--- src/rtl/if_id_skid_stage.sv ---
// if_id_skid_stage: two-entry (main + skid) pipeline stage between fetch and
// decode. Valid/ready handshakes on both sides, synchronous flush, NOP bubble
// on the output when empty, and saturating stall/flush event counters.
//
// Ports:
//   clk, reset      rising-edge clock, synchronous active-high reset
//   flush           squash every held beat (branch/jump redirect)
//   in_valid/ready  upstream handshake; in_ready depends only on state and reset
//   in_pc/in_instr  incoming beat payload
//   out_valid/ready downstream handshake, driven from the main entry
//   out_pc/instr    main entry payload; 0 / NOP_INSTR while out_valid=0
//   stall_cnt       cycles with out_valid && !out_ready (saturating)
//   flush_cnt       flush cycles that discarded at least one valid beat
module if_id_skid_stage #(
   parameter int unsigned PC_W    = 64,
   parameter int unsigned INSTR_W = 32,
   parameter logic [INSTR_W-1:0] NOP_INSTR = INSTR_W'(32'h0000_0013),
   parameter int unsigned CNT_W   = 16
) (
   input  logic               clk,
   input  logic               reset,
   input  logic               flush,
   input  logic               in_valid,
   output logic               in_ready,
   input  logic [PC_W-1:0]    in_pc,
   input  logic [INSTR_W-1:0] in_instr,
   output logic               out_valid,
   input  logic               out_ready,
   output logic [PC_W-1:0]    out_pc,
   output logic [INSTR_W-1:0] out_instr,
   output logic [CNT_W-1:0]   stall_cnt,
   output logic [CNT_W-1:0]   flush_cnt
);

   logic               main_valid, main_valid_n;
   logic [PC_W-1:0]    main_pc, main_pc_n;
   logic [INSTR_W-1:0] main_instr, main_instr_n;
   logic               skid_valid, skid_valid_n;
   logic [PC_W-1:0]    skid_pc, skid_pc_n;
   logic [INSTR_W-1:0] skid_instr, skid_instr_n;
   logic [CNT_W-1:0]   stall_cnt_n, flush_cnt_n;
   logic               acc, pop;

   // Back-pressure is decoded from the skid register only, never from out_ready.
   assign in_ready = !skid_valid && !reset;
   assign acc      = in_valid && in_ready;
   assign pop      = main_valid && out_ready;

   // Output view of the main entry, with a bubble when it is empty.
   assign out_valid = main_valid;
   assign out_pc    = main_valid ? main_pc : '0;
   assign out_instr = main_valid ? main_instr : NOP_INSTR;

   // Next-state for both entries and both counters.
   always_comb begin
      main_valid_n = main_valid;
      main_pc_n    = main_pc;
      main_instr_n = main_instr;
      skid_valid_n = skid_valid;
      skid_pc_n    = skid_pc;
      skid_instr_n = skid_instr;
      stall_cnt_n  = stall_cnt;
      flush_cnt_n  = flush_cnt;

      if (main_valid && !out_ready && (stall_cnt != '1))
         stall_cnt_n = stall_cnt + CNT_W'(1);

      if (flush) begin
         main_valid_n = 1'b0;
         skid_valid_n = 1'b0;
         if ((main_valid || skid_valid) && (flush_cnt != '1))
            flush_cnt_n = flush_cnt + CNT_W'(1);
      end else if (skid_valid) begin
         // Full: skid drains into main before anything newer can enter.
         if (pop) begin
            main_pc_n    = skid_pc;
            main_instr_n = skid_instr;
            skid_valid_n = 1'b0;
         end
      end else if (main_valid) begin
         if (pop && acc) begin
            main_pc_n    = in_pc;
            main_instr_n = in_instr;
         end else if (pop) begin
            main_valid_n = 1'b0;
         end else if (acc) begin
            skid_valid_n = 1'b1;
            skid_pc_n    = in_pc;
            skid_instr_n = in_instr;
         end
      end else if (acc) begin
         main_valid_n = 1'b1;
         main_pc_n    = in_pc;
         main_instr_n = in_instr;
      end
   end

   // State register with synchronous reset.
   always_ff @(posedge clk) begin
      if (reset) begin
         main_valid <= 1'b0;
         main_pc    <= '0;
         main_instr <= '0;
         skid_valid <= 1'b0;
         skid_pc    <= '0;
         skid_instr <= '0;
         stall_cnt  <= '0;
         flush_cnt  <= '0;
      end else begin
         main_valid <= main_valid_n;
         main_pc    <= main_pc_n;
         main_instr <= main_instr_n;
         skid_valid <= skid_valid_n;
         skid_pc    <= skid_pc_n;
         skid_instr <= skid_instr_n;
         stall_cnt  <= stall_cnt_n;
         flush_cnt  <= flush_cnt_n;
      end
   end

endmodule
--- config.mk ---
export PLATFORM = sky130hd
export DESIGN_NAME = if_id_skid_stage
export DESIGN_NICKNAME = d
export VERILOG_FILES = /design/src/rtl/if_id_skid_stage.sv
export SDC_FILE = /design/constraint.sdc
export NUM_CORES = 1
export LEC_CHECK = 0
export CORE_MARGIN = 3
export CORE_UTILIZATION = 33
export DETAILED_ROUTE_END_ITERATION = 10
export PLACE_DENSITY_LB_ADDON = 0.1
export SLEW_MARGIN = 20
export SYNTH_ARGS = -nofsm -noshare
export SYNTH_HDL_FRONTEND = slang
export SYNTH_SLANG_ARGS = --single-unit
--- constraint.sdc ---
create_clock -name clk -period 3.6 [get_ports clk]
set_input_delay 1.08 -clock clk [delete_from_list [all_inputs] [get_ports clk]]
set_output_delay 1.08 -clock clk [all_outputs]
set_load 0.03 [all_outputs]
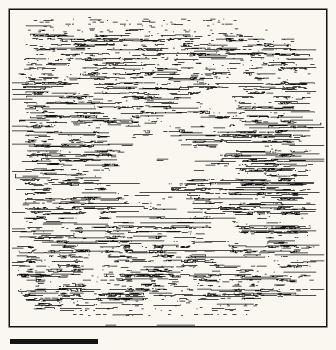
(images/layer_met1.png)
Scale bar: 50 µm.
wire length on this layer: 12600 µm
share of all routed wire: 46%
longest straight run: 47.4 µm
via count: 8490
total length of routed wires: 27.4 mm
met1 demand-to-capacity share in global routing: 21.1%

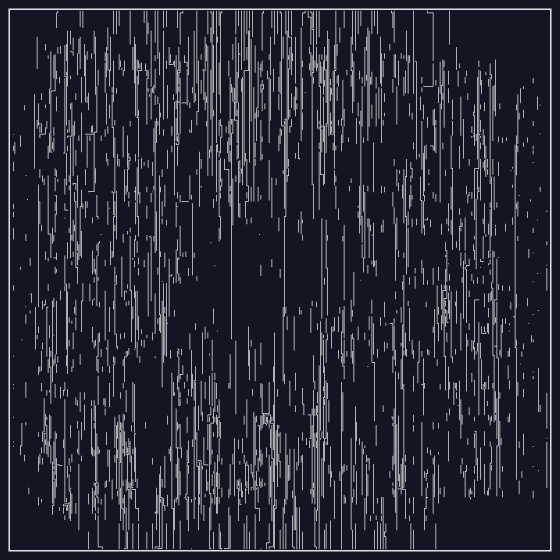
(images/layer_met2.png)
wire length on this layer: 12300 µm
share of all routed wire: 45%
nets with wire on the layer: 1128
met2 track demand over resource: 26.6%

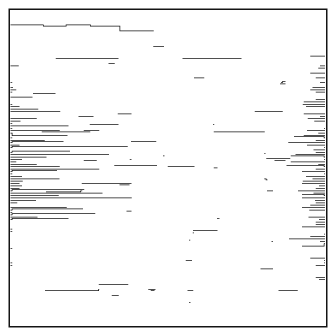
(images/layer_met3.png)
longest straight run: 68.3 µm
nets with wire on the layer: 140
main direction: horizontal
met3 usage in global routing: 5.19%

==> commit_impl_results.txt <==
Log flow metrics for this revision

- Crit path required time: 2.52 ns
- TritonCTS built the clock tree.
- Accumulated negative setup slack: 0 ns
- The violation tally recorded at the end of detailed-routing iteration 0 is 364.
- The run finished with clean final reports.
* Clk latency late pin: 0.52 ns
- Largest buffer count on any clock path: 3
- Across all hold checks on the routed design, the worst slack comes to 0.451 ns.
* Total area of sequential cells: 4530 µm²
- Element type at the critical path end: primary output
- The script extracted a total leakage power of 4.36 nW.
* Num rows: 62
- Detailed placement ended at an HPWL of 16.9 mm.
* Gate family responsible for the most delay along the worst path: buffers and inverters
- Number of instances on the worst hold path: 2
* Global-route wire length before repair: 42.8 mm
* Total congestion overflow: 0
- Critical path class: flip-flop to primary output
- Per the STA report, the cell with the highest stage delay on the worst path is clkdlybuf4s50_1.
- The most critical min-delay path falls under flip-flop to flip-flop.
- Using the TritonRoute via totals, the vias-per-cell ratio works out to 4.83.
- R2r worst-path depth: 5
- Synth Area per Inst: 8.45 µm²
- The total area inside the core boundary comes to 29100 µm².
- Registers, synthesis: 226
* Setup violators final: 0
- Clk network pwr share: 47.8%
* Sequential cell fraction of total power: 44.3%
* Share of flip-flops with an asynchronous set or reset after synthesis: 0%
* Die y size: 179 µm
- Synth Flop Type: dfxtp_1
- The analysis reports a worst IR drop on VDD of 272 µV.
- Overall Power: 5.87 mW
* Post-route ant nets: 0
- Area growth, synth to finish: 36.6%
- In the Yosys report, the sequential cells make up 45.9% of the chip area.
- Number of detailed-route iterations in the first pass: 4
- Wire per inst: 15.6 µm
- Traced cell by cell, the critical path runs through buf_4 -> and2_1 -> clkdlybuf4s50_1.
[stage by stage]
| stage | cell area, µm² | setup slack, ns | cells | util, % |
|---|---|---|---|---|
| global placement | 12500 | 0.397 | 1705 | 43.0 |
| CTS | 13400 | 0.0615 | 1753 | 46.2 |
| global route | 13500 | 0.168 | 1756 | 46.3 |
| finish | 13500 | 0.292 | 1756 | 46.3 |
| detailed placement | 12500 | 0.325 | 1705 | 43.0 |
| floorplan | 9850 | 0.407 | 1166 | - |
[logic make-up after synthesis]
| family | Yosys count | share of synthesized area [%] |
|---|---|---|
| adder cells (fa/ha/maj) | 2 | 0.254 |
| AND/OR/NAND/NOR | 481 | 22.6 |
| AND-OR/OR-AND | 249 | 16.0 |
| multiplexers | 107 | 11.0 |
| buffers and inverters | 101 | 4.20 |
| flip-flops | 226 | 45.9 |
[power groups by stage]
| stage | clock [mW] | combinational [mW] | sequential (mW) |
|---|---|---|---|
| 2_1_floorplan | 0 | 0.242 | 2.65 |
| 3_3_place_gp | 0 | 0.458 | 2.66 |
| 3_5_place_dp | 0 | 0.459 | 2.66 |
| 4_1_cts | 2.90 | 0.461 | 2.60 |
| 5_1_grt | 2.99 | 0.509 | 2.61 |
| 6_report | 2.81 | 0.460 | 2.60 |
[metal layers]
metal,GRT usage [%],vias to the layer above,wire (µm)
met5,0,-,47
met4,3.93,6,466
met3,5.19,38,2060
met2,26.6,191,12300
met1,21.1,3849,12600
li1,-,4406,-
[Yosys cell counts (5+ instances only)]
cell type,number,share of area (%)
nand4_1,6,0.38
nand2_1,211,8.0
and2_1,93,5.9
a211oi_1,100,7.6
buf_2,28,1.4
nand3_1,9,0.46
inv_1,6,0.23
nand2b_1,5,0.32
nor2b_1,10,0.64
or3_1,6,0.38
nor2_1,109,4.2
mux2i_1,98,10
a21oi_1,117,5.9
or4_1,9,0.69
o21ai_0,9,0.46
dfxtp_1,226,46
o31ai_1,8,0.61
clkbuf_1,67,2.6
mux2_2,9,1.0
[state kept, by name (all words and copies together) (netlist names)]
signal,flops
flush_cnt,16
skid_pc,64
out_valid,1
main_instr,32
skid_instr,32
main_pc,64
stall_cnt,16
skid_valid,1
[tightest hold or removal path, delay by kind of cell (launching register included)]
family	cells	cell delay, ns
AND-OR/OR-AND	1	0.05
flip-flops	1	0.30
AND/OR/NAND/NOR	1	0.05
[layout make-up]
class,instances,area share (%)
Inverter,6,0.167
Tap cell,384,3.57
Clock inverter,7,0.855
Multi-Input combinational cell,839,36.7
Sequential cell,226,33.7
Antenna cell,2,0.0372
Timing Repair Buffer,251,19.0
Clock buffer,41,6.00
[worst max path at each step]
stage                          from  slack [ns]             end
after detailed placement   in_valid        0.32   main_instr[3]
after floorplan               reset        0.41        in_ready
after global routing      out_valid        0.17      out_pc[18]
after global placement     in_valid        0.40  main_instr[14]
after CTS                 out_valid        0.06      out_pc[18]
final                     out_valid        0.29      out_pc[18]
Power is estimated from default activity; no workload was simulated.
